**src/rtl/alu_pkg.sv**
```systemverilog
// Shared opcode definitions for the alu datapath block.
package alu_pkg;

    localparam int ALU_OP_W = 3;

    typedef enum logic [ALU_OP_W-1:0] {
        OP_ADD = 3'b000,
        OP_SUB = 3'b001,
        OP_AND = 3'b010,
        OP_OR  = 3'b011,
        OP_XOR = 3'b100,
        OP_NOT = 3'b101,
        OP_SHL = 3'b110,
        OP_SHR = 3'b111
    } alu_op_e;

endpackage

```
**src/rtl/alu_comb.sv**
```systemverilog
// Combinational core of alu: next result and carry/borrow/shift-out flag
// computed from the operands, carry-in and opcode.
module alu_comb
    import alu_pkg::*;
#(
    parameter int WIDTH = 4
) (
    input  logic [WIDTH-1:0] a,
    input  logic [WIDTH-1:0] b,
    input  logic             cin,
    input  alu_op_e          sel,
    output logic [WIDTH-1:0] result,
    output logic             cout
);

    logic [WIDTH:0] sum_s;
    logic [WIDTH:0] diff_s;

    // Add and subtract one bit wider so carry/borrow lands in the top bit.
    always_comb begin
        sum_s  = {1'b0, a} + {1'b0, b} + {{WIDTH{1'b0}}, cin};
        diff_s = {1'b0, a} - {1'b0, b} - {{WIDTH{1'b0}}, cin};
    end

    // Opcode mux; logic ops and NOT report no carry.
    always_comb begin
        result = {WIDTH{1'b0}};
        cout   = 1'b0;
        case (sel)
            OP_ADD: begin
                result = sum_s[WIDTH-1:0];
                cout   = sum_s[WIDTH];
            end
            OP_SUB: begin
                result = diff_s[WIDTH-1:0];
                cout   = diff_s[WIDTH];
            end
            OP_AND: begin
                result = a & b;
                cout   = 1'b0;
            end
            OP_OR: begin
                result = a | b;
                cout   = 1'b0;
            end
            OP_XOR: begin
                result = a ^ b;
                cout   = 1'b0;
            end
            OP_NOT: begin
                result = ~a;
                cout   = 1'b0;
            end
            OP_SHL: begin
                result = {a[WIDTH-2:0], 1'b0};
                cout   = a[WIDTH-1];
            end
            OP_SHR: begin
                result = {1'b0, a[WIDTH-1:1]};
                cout   = a[0];
            end
            default: begin
                result = {WIDTH{1'b0}};
                cout   = 1'b0;
            end
        endcase
    end

endmodule

```
**src/rtl/alu.sv**
```systemverilog
// Registered ALU top: one-cycle latency over alu_comb, synchronous reset.
// Optional zero flag output built when ALU_ZERO_FLAG_EN is defined.
module alu
    import alu_pkg::*;
#(
    parameter int WIDTH = 4
) (
    input  logic                clk,
    input  logic                rst,
    input  logic [WIDTH-1:0]    a,
    input  logic [WIDTH-1:0]    b,
    input  logic                cin,
    input  logic [ALU_OP_W-1:0] sel,
    output logic [WIDTH-1:0]    result,
    output logic                cout
`ifdef ALU_ZERO_FLAG_EN
    ,
    output logic                zero
`endif
);

    logic [WIDTH-1:0] next_result_s;
    logic             next_cout_s;
    logic [WIDTH-1:0] result_r;
    logic             cout_r;

    alu_comb #(
        .WIDTH (WIDTH)
    ) u_comb (
        .a      (a),
        .b      (b),
        .cin    (cin),
        .sel    (alu_op_e'(sel)),
        .result (next_result_s),
        .cout   (next_cout_s)
    );

    // Output registers; reset wins over whatever is on the inputs.
    always_ff @(posedge clk) begin
        if (rst) begin
            result_r <= {WIDTH{1'b0}};
            cout_r   <= 1'b0;
        end else begin
            result_r <= next_result_s;
            cout_r   <= next_cout_s;
        end
    end

    assign result = result_r;
    assign cout   = cout_r;

`ifdef ALU_ZERO_FLAG_EN
    logic zero_r;

    // Zero flag tracks the registered result, so it resets to 1.
    always_ff @(posedge clk) begin
        if (rst) begin
            zero_r <= 1'b1;
        end else begin
            zero_r <= ~|next_result_s;
        end
    end

    assign zero = zero_r;
`endif

endmodule

```
**config.mk**
```make
export PLATFORM = sky130hd
export DESIGN_NAME = alu
export DESIGN_NICKNAME = d
export VERILOG_FILES = /design/src/rtl/alu_pkg.sv /design/src/rtl/alu_comb.sv /design/src/rtl/alu.sv
export SDC_FILE = /design/constraint.sdc
export NUM_CORES = 1
export LEC_CHECK = 0
export ABC_CLOCK_PERIOD_IN_PS = 2700
export CAP_MARGIN = 20
export CORE_MARGIN = 2
export CORE_UTILIZATION = 42
export CTS_CLUSTER_SIZE = 8
export DETAILED_ROUTE_END_ITERATION = 12
export MAX_ROUTING_LAYER = met4
export PLACE_DENSITY = 0.68
export SYNTH_ARGS = -nofsm -noshare
export SYNTH_HDL_FRONTEND = slang
export SYNTH_SLANG_ARGS = --single-unit
```
**constraint.sdc**
```tcl
create_clock -name clk -period 2.7 [get_ports clk]
set_input_delay 0.405 -clock clk [delete_from_list [all_inputs] [get_ports clk]]
set_output_delay 0.405 -clock clk [all_outputs]
set_load 0.05 [all_outputs]
```
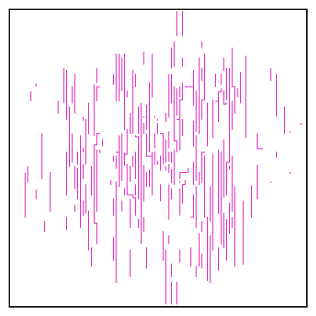
(signal wires on met2)
Scale: 6 px per um.
wire length on this layer: 916 um
share of all routed wire: 47%
longest straight run: 23.5 um
nets with wire on the layer: 130
main direction: vertical

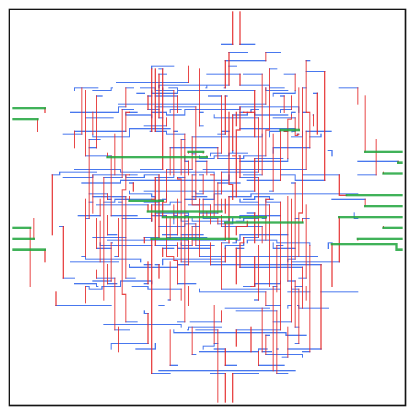
(signal wires by layer)
Scale: 8 px per um.
legend:
  met3:
    color: green
    wire_length: 122 um
  met1:
    color: blue
    wire_length: 923 um
  met2:
    color: red
    wire_length: 916 um

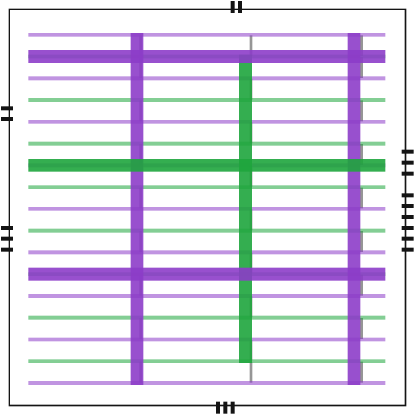
(floorplan with the power grid)
Scale: 8 px per um. Pins as bars on the die edge. Tap cells in gray.
legend:
  VSS:
    color: purple
  VDD:
    color: green
signal pins: 19
met4 straps: 3
Die Wd: 49.3 um
core area: 1940 um^2
Max VDD drop: 0.000178 V

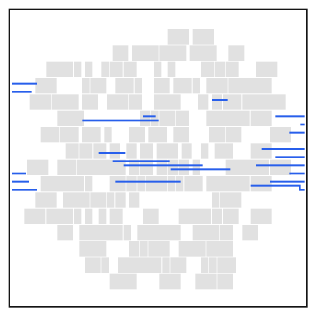
(M3 wires)
Scale: 6 px per um. Cells faint in the background.
share of all routed wire: 6.2%
longest straight run: 12.9 um
nets with wire on the layer: 21
wire length on this layer: 122 um
main direction: horizontal
total wire length: 1.96 mm
vias: 846

==> run summary <==
flow finished, numbers: Core Density at Floorplan=0.445, antenna violations before repair=0, Setup crit end kind=register, post-synthesis net count=139, area grow syn2layout=33.0%, status=complete, no violations, OpenROAD warnings=34, critical-path cell list=clkdlybuf4s50_1, inv_1, fa_1, buf_4, ha_1, o21ai_0, nand3b_1, a32oi_1, a31oi_1, Net count, final=166, Post-synth top flop=dfxtp_1, wire per inst=around 12 um, largest net degree at the start of global routing=20, critical path's largest stage delay=0.53 ns, Synth Register Bits=5, Power Dens Cells=about 330 nW/um^2, H-tree depth=1, share of cells above drive strength 1=0.173, clock slew at reported path FFs=0.04 ns, Worst Max-Slew Pin Slew=0.494 ns, CTS Sinks=5, Die Size=2430 um^2, final worst setup slack=0.168 ns, Antenna diodes=0, Seq/Total Area, Yosys=0.116, Initial DRC Count=19, Ports=19, Via density=5.29, Yosys warning count=0, CTS Buf Count=3, yosys synthesis chip area=between 800 and 900 um^2, Comb power frac=0.553, sequential power share=0.220, P_sw=141 uW, IO Port Bufs=18, RSZ-0062 raised after global routing=false
## critical path, delay by kind of cell
family	cells	cell delay, ns
adders and majority gates	2	0.65
and+or+nand+nor	1	0.13
buffers and inverters	3	0.79
AOI/OAI and AO/OA	3	0.66
## stage by stage
| stage | power (uW) | hold WS (ns) | util | area [um^2] |
|---|---|---|---|---|
| 6_report | 374 | 0.876 | 0.591 | 1150 |
| 5_1_grt | 409 | 0.864 | 0.591 | 1150 |
| 4_1_cts | 374 | 0.861 | 0.589 | 1140 |
| 3_5_place_dp | 287 | 1.09 | 0.575 | 1120 |
| 3_3_place_gp | 284 | 1.11 | 0.575 | 1120 |
| 2_1_floorplan | 213 | 0.474 | - | 863 |
## power groups by stage
stage / Clock [uW] / Sequential, uW / Combinational (uW)
2_1_floorplan: 0 / 109 / 104
3_3_place_gp: 0 / 83.8 / 200
3_5_place_dp: 0 / 83.8 / 204
4_1_cts: 86.3 / 82.5 / 205
5_1_grt: 96.6 / 82.9 / 230
6_report: 84.9 / 82.4 / 207
## metal layers
metal,GRT usage,vias to the layer above,wire [um]
met5,-,-,0
met4,0.0524,0,0
met3,0.0307,0,121
met2,0.315,33,916
met1,0.249,388,922
li1,-,425,-
## sequential cells by signal, summed over array words and instances (netlist names)
name    count
result      4
cout        1
## final cells by class
class	instances	area, um^2	area share
Clock buffer	4	26.3	0.0229
Inverter	16	60.1	0.0523
Multi-Input combinational cell	80	673	0.586
Sequential cell	5	100	0.0871
Tap cell	27	33.8	0.0294
Timing Repair Buffer	28	255	0.222
## cell families after synthesis
kind of cell | Yosys count | share of synthesized area
compound gates | 30 | 0.251
xor+xnor | 3 | 0.0304
mux | 1 | 0.0261
simple gates | 28 | 0.171
buf+inv | 22 | 0.110
fa+ha+maj | 18 | 0.296
flops | 5 | 0.116
## final timing paths
check	start	end	slack [ns]	depth (start not counted)
max	b[0]	result[3]	0.17	9
min	rst	result[0]	0.88	2
## cells in the final DEF, fill, tap and decap left out, types with 2 or more instances in the layout
cell type	synthesis	layout
nor2_1	7	7
nor2b_1	2	2
a21o_2	2	2
clkdlybuf4s50_1	0	18
o21ai_0	6	6
clkbuf_4	0	3
xnor2_1	2	2
fa_1	4	4
dfxtp_1	5	5
nand3_1	5	5
inv_2	2	2
a221oi_1	2	2
buf_4	0	10
a211oi_1	2	2
o22ai_1	2	2
inv_1	14	14
ha_1	14	14
a21oi_1	4	4
nand2b_1	3	3
a31oi_1	2	2
nand2_1	3	3
or3_1	2	2
## Yosys cell counts, types with 2 or more instances
master     count  share of area
inv_1         14          0.061
a21o_2         2          0.020
nand3_1        5          0.029
xnor2_1        2          0.020
ha_1          14           0.20
a31oi_1        2          0.014
nor2_1         7          0.030
inv_2          2         0.0087
nor2b_1        2          0.014
a21oi_1        4          0.023
dfxtp_1        5           0.12
or3_1          2          0.014
a211oi_1       2          0.017
nand2b_1       3          0.022
buf_2          3          0.017
o21ai_0        6          0.035
o22ai_1        2          0.014
a221oi_1       2          0.020
a2111oi_1      2          0.023
nand2_1        3          0.013
fa_1           4          0.093
## repair_timing
action	4_1_cts	5_1_grt
endpoints found under the setup margin	0	1
resized	0	1
hold buffers	0	0
setup buffers	0	0
Power figures rest on the tool's default switching activity, not on a simulated workload.
